--- src/rtl/writeback_stage.sv ---
// Writeback stage: registers the register-file write port, formats load data, counts retirements.
// Optional define WB_TRACE_EN prints every register write and every load error.
module writeback_stage #(
    parameter int XLEN = 32
) (
    input  logic            clk,
    input  logic            rst_n,
    input  logic            wb_valid_i,
    output logic            wb_ready_o,
    input  logic            wb_reg_write_i,
    input  logic [4:0]      wb_rd_i,
    input  logic            wb_is_load_i,
    input  logic [2:0]      wb_funct3_i,
    input  logic [XLEN-1:0] wb_alu_result_i,
    input  logic            dmem_rvalid_i,
    input  logic [XLEN-1:0] dmem_rdata_i,
    output logic            rf_we_o,
    output logic [4:0]      rf_waddr_o,
    output logic [XLEN-1:0] rf_wdata_o,
    output logic            load_err_o,
    output logic [31:0]     instret_o
);

    typedef enum logic [0:0] {
        ST_IDLE      = 1'b0,
        ST_WAIT_LOAD = 1'b1
    } wb_state_e;

    wb_state_e       state_r;
    wb_state_e       state_nxt_s;
    logic [4:0]      rd_r;
    logic            reg_write_r;
    logic [2:0]      funct3_r;
    logic [1:0]      addr_lo_r;
    logic            err_r;
    logic            rf_we_r;
    logic [4:0]      rf_waddr_r;
    logic [XLEN-1:0] rf_wdata_r;
    logic            load_err_r;
    logic [31:0]     instret_r;
    logic            ready_s;
    logic            xfer_s;
    logic [XLEN-1:0] load_data_s;

    // Alignment/encoding check for a load; done at transfer time on the live inputs.
    function automatic logic load_illegal(input logic [2:0] f3, input logic [1:0] a);
        logic bad;
        case (f3)
            3'b000, 3'b100: bad = 1'b0;
            3'b001, 3'b101: bad = a[0];
            3'b010:         bad = (a != 2'b00);
            default:        bad = 1'b1;
        endcase
        return bad;
    endfunction

    // Lane selection plus sign/zero extension of the returned memory word.
    function automatic logic [31:0] format_load(input logic [2:0] f3, input logic [1:0] a,
                                                input logic [31:0] w);
        logic [7:0]  b;
        logic [15:0] h;
        logic [31:0] r;
        case (a)
            2'b00:   b = w[7:0];
            2'b01:   b = w[15:8];
            2'b10:   b = w[23:16];
            2'b11:   b = w[31:24];
            default: b = 8'd0;
        endcase
        if (a[1]) begin
            h = w[31:16];
        end else begin
            h = w[15:0];
        end
        case (f3)
            3'b000:  r = {{24{b[7]}}, b};
            3'b100:  r = {24'd0, b};
            3'b001:  r = {{16{h[15]}}, h};
            3'b101:  r = {16'd0, h};
            3'b010:  r = w;
            default: r = 32'd0;
        endcase
        return r;
    endfunction

    assign ready_s     = (state_r == ST_IDLE);
    assign xfer_s      = wb_valid_i && ready_s;
    assign load_data_s = format_load(funct3_r, addr_lo_r, dmem_rdata_i);

    // Next-state logic.
    always_comb begin
        state_nxt_s = state_r;
        case (state_r)
            ST_IDLE: begin
                if (xfer_s && wb_is_load_i) begin
                    state_nxt_s = ST_WAIT_LOAD;
                end else begin
                    state_nxt_s = ST_IDLE;
                end
            end
            ST_WAIT_LOAD: begin
                if (dmem_rvalid_i) begin
                    state_nxt_s = ST_IDLE;
                end else begin
                    state_nxt_s = ST_WAIT_LOAD;
                end
            end
            default: state_nxt_s = ST_IDLE;
        endcase
    end

    // State, pending-load context and registered write port; write pulses default low each cycle.
    always_ff @(posedge clk) begin
        if (!rst_n) begin
            state_r     <= ST_IDLE;
            rd_r        <= 5'd0;
            reg_write_r <= 1'b0;
            funct3_r    <= 3'd0;
            addr_lo_r   <= 2'd0;
            err_r       <= 1'b0;
            rf_we_r     <= 1'b0;
            rf_waddr_r  <= 5'd0;
            rf_wdata_r  <= 32'd0;
            load_err_r  <= 1'b0;
            instret_r   <= 32'd0;
        end else begin
            state_r    <= state_nxt_s;
            rf_we_r    <= 1'b0;
            load_err_r <= 1'b0;
            case (state_r)
                ST_IDLE: begin
                    if (xfer_s && wb_is_load_i) begin
                        rd_r        <= wb_rd_i;
                        reg_write_r <= wb_reg_write_i;
                        funct3_r    <= wb_funct3_i;
                        addr_lo_r   <= wb_alu_result_i[1:0];
                        err_r       <= load_illegal(wb_funct3_i, wb_alu_result_i[1:0]);
                    end else if (xfer_s) begin
                        instret_r <= instret_r + 32'd1;
                        if (wb_reg_write_i && (wb_rd_i != 5'd0)) begin
                            rf_we_r    <= 1'b1;
                            rf_waddr_r <= wb_rd_i;
                            rf_wdata_r <= wb_alu_result_i;
                        end
                    end
                end
                ST_WAIT_LOAD: begin
                    if (dmem_rvalid_i) begin
                        instret_r <= instret_r + 32'd1;
                        if (err_r) begin
                            load_err_r <= 1'b1;
                        end else if (reg_write_r && (rd_r != 5'd0)) begin
                            rf_we_r    <= 1'b1;
                            rf_waddr_r <= rd_r;
                            rf_wdata_r <= load_data_s;
                        end
                    end
                end
                default: ;
            endcase
        end
    end

`ifdef WB_TRACE_EN
    // Simulation trace of register writes and load faults.
    always_ff @(posedge clk) begin
        if (rf_we_r) begin
            $display("%0t WB x%0d <= %h", $time, rf_waddr_r, rf_wdata_r);
        end
        if (load_err_r) begin
            $display("%0t WB load error funct3=%b addr[1:0]=%b", $time, funct3_r, addr_lo_r);
        end
    end
`endif

    assign wb_ready_o = ready_s;
    assign rf_we_o    = rf_we_r;
    assign rf_waddr_o = rf_waddr_r;
    assign rf_wdata_o = rf_wdata_r;
    assign load_err_o = load_err_r;
    assign instret_o  = instret_r;

endmodule

--- config.mk ---
export PLATFORM = sky130hd
export DESIGN_NAME = writeback_stage
export DESIGN_NICKNAME = d
export VERILOG_FILES = /design/src/rtl/writeback_stage.sv
export SDC_FILE = /design/constraint.sdc
export NUM_CORES = 1
export LEC_CHECK = 0
export CORE_UTILIZATION = 59
export CTS_BUF_LIST = sky130_fd_sc_hd__clkbuf_8
export DETAILED_ROUTE_END_ITERATION = 6
export DONT_BUFFER_PORTS = 1
export PLACE_DENSITY = 0.78
export REMOVE_ABC_BUFFERS = 1
export SYNTH_ARGS = -nofsm -noshare
export SYNTH_HDL_FRONTEND = slang
export SYNTH_SLANG_ARGS = --single-unit
--- constraint.sdc ---
create_clock -name clk -period 1.8 [get_ports clk]
set_input_delay 0.27 -clock clk [delete_from_list [all_inputs] [get_ports clk]]
set_output_delay 0.27 -clock clk [all_outputs]
set_load 0.05 [all_outputs]
### Gate-type map, run 1

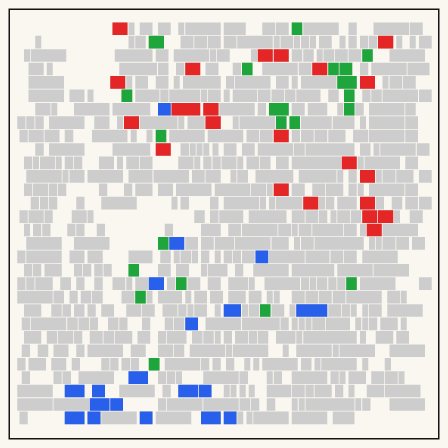
- AND and OR gates: green (cells 21; most used or3_1)
- AND-OR and OR-AND gates: blue (cells 19; most used a21o_1)
- XOR/XNOR gates: red (cells 22; most used xor2_1)

### Routed metal, one colour a layer, run 1

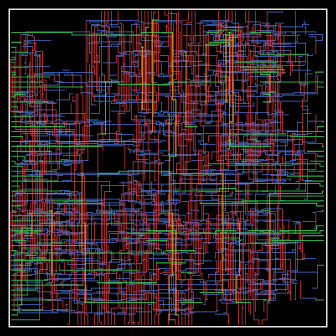
- met3: green (wire length 1360 um)
- met2: red (wire length 6540 um)
- met1: blue (wire length 4850 um)
- met4: orange (wire length 492 um)

### Signal wires on met2, run 1

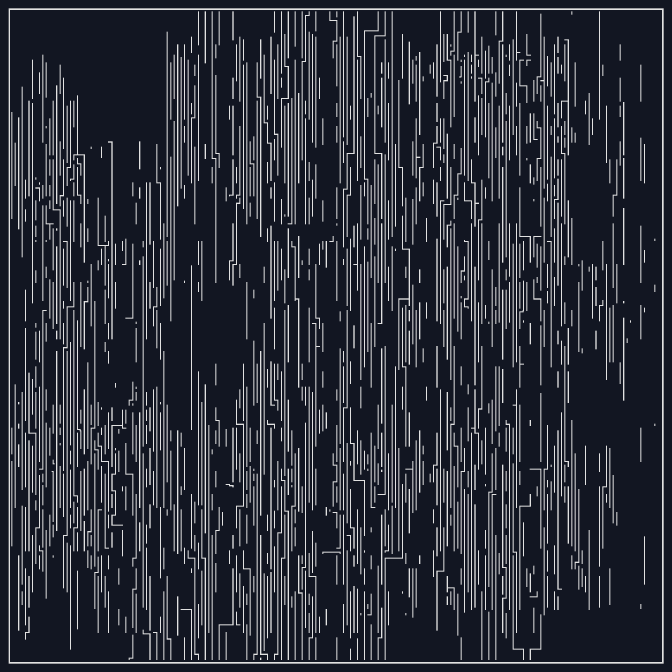
- main direction: vertical
- share of all routed wire: 49%
vias: 4407
met2 usage: 56.8%
final wirelength: 13200 um

==> impl_metrics.ini, run 1 <==
; synthesis and place-and-route metrics
[status]
status = complete, but fails checks
violations = setup timing

[critical_path]
r2r_slack_ns = -0.08
arrival_ns = 2.13
crit_required_ns = 2.05
crit_family = buffers and inverters
cp-start-kind = flip-flop
r2r_cells = 9
crit_fanout = 6
critical_path_class = reg -> reg
crit_path_top_delay_cell = a2111oi_4

[synth]
yosys.area.top_type = dfxtp_1
ys_warn_count = 0
ys_ff = 84
netlist_logic_family_top = AND-OR/OR-AND gates
yosys_area_sq_mm = 0.00424
synth-async-reset-ratio_pct = 0
yosysUniqueCellTypes = 49
ys_cells = 514

[sta]
hold_viol = 0
setup_ws_ns = -0.0779
setup_viol = 32
fin_crit_ns = 1.88
skew_ns = 0.00842
setup_tns_ns = -0.648
tightestPinTransition_ns = 0.610
max_freq_mhz = 533
drv_slew = 0

[final_layout]
layout.cells.non_filler = 681
nets = 659
clock_area_share_pct = 3.78
antenna_cells = 0
lay_top_cells = 85 x buf_4, 74 x dfxtp_1, 59 x nand2_1
sh_seq_area_pct = 32.1
final-seq-area_sq_mm = 0.00170
final_layout_size_suffix_gt1_share_pct = 26.0
clkbuf_count = 10
largestClassByArea = logic gates
stdcell_area_sq_mm = 0.00529

[pwr]
p_comb_share_pct = 12.0
p_int_w = 0.00279
p_seq_w = 0.00207
clock_power_share_pct = 35.2

[place]
place_congestion = 0.923
io_buffers = 0
dp_hpwl_um = 9030

[route]
first_pass_iters = 7
dr_wl_met2_um = 6540
viasPerCell = 6.47
ant_nets = 0

[die]
die_height_um = 86.8
chip_area_sq_mm = 0.00753
coreArea_sq_mm = 0.00687
num_io_pins = 150

[clock_tree]
clkTransAtPathRegs_ns = 0.09
clockBufferDepth = 2
cts_resized = 6
cts_tree = done
hold_buffers = 0

[run]
cap_violations = 0
warnings = 27

[grt]
antenna_found_initial = 0
grt_pass1_wl_um = 19500
==> run 2: changes to the inputs <==
--- a/config.mk
+++ b/config.mk
@@ -5,12 +5,12 @@
 export SDC_FILE = /design/constraint.sdc
 export NUM_CORES = 1
 export LEC_CHECK = 0
-export CORE_UTILIZATION = 59
+export CORE_UTILIZATION = 35
 export CTS_BUF_LIST = sky130_fd_sc_hd__clkbuf_8
 export DETAILED_ROUTE_END_ITERATION = 6
 export DONT_BUFFER_PORTS = 1
-export PLACE_DENSITY = 0.78
 export REMOVE_ABC_BUFFERS = 1
 export SYNTH_ARGS = -nofsm -noshare
 export SYNTH_HDL_FRONTEND = slang
 export SYNTH_SLANG_ARGS = --single-unit
+export TNS_END_PERCENT = 30
==> impl_metrics.ini, run 2 <==
; synthesis and place-and-route metrics
[status]
violations = DRC, setup timing
status = complete, but fails checks

[critical_path]
r2r_slack_ns = -0.05
crit_path_top_delay_cell = a2111oi_4
cp-start-kind = flip-flop
critical_path_class = reg -> reg
crit_fanout = 4
arrival_ns = 2.16
r2r_cells = 6
crit_family = simple AND/OR/NAND/NOR gates

[pwr]
p_int_w = 0.00260
p_seq_w = 0.00206

[route]
viasPerCell = 5.72
first_pass_iters = 7
num_vias = 4157
post-route-drc-count = 8
ant_nets = 0

[sta]
setup_ws_ns = -0.0526
tightestPinTransition_ns = 0.675
setup_viol = 4
hold_viol = 0
drv_slew = 0
fin_crit_ns = 1.85

[final_layout]
nets = 658
clock_area_share_pct = 3.06
stdcell_area_sq_mm = 0.00528
antenna_cells = 0
layout.cells.non_filler = 727
sh_seq_area_pct = 32.1

[clock_tree]
hold_buffers = 0
clockBufferDepth = 2
cts_tree = done

[grt]
grt_pass1_wl_um = 21000
antenna_found_initial = 0
use_met2_pct = 36.1

[synth]
ys_ff = 84
yosysUniqueCellTypes = 49
yosys.area.top_type = dfxtp_1
synth-async-reset-ratio_pct = 0

[die]
num_io_pins = 150
die_height_um = 112

[run]
cap_violations = 0
warnings = 27

[place]
io_buffers = 0
### Local utilization, run 2

11 x 11 tiles, from white (low) to dark blue (high), 0 to 100% covered.
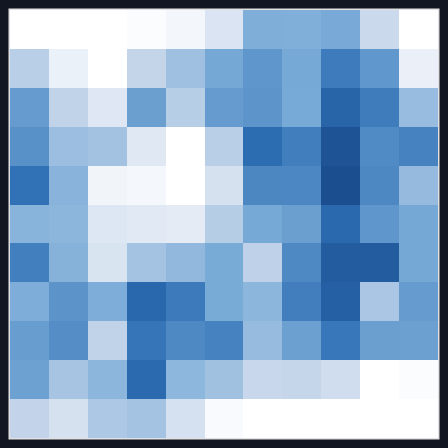
- densest ninth of the die: right middle
- mean over tiles: 41%
- nearly empty tiles: 12%
core area: 0.0116 sq mm
post-layout util: 45.4%

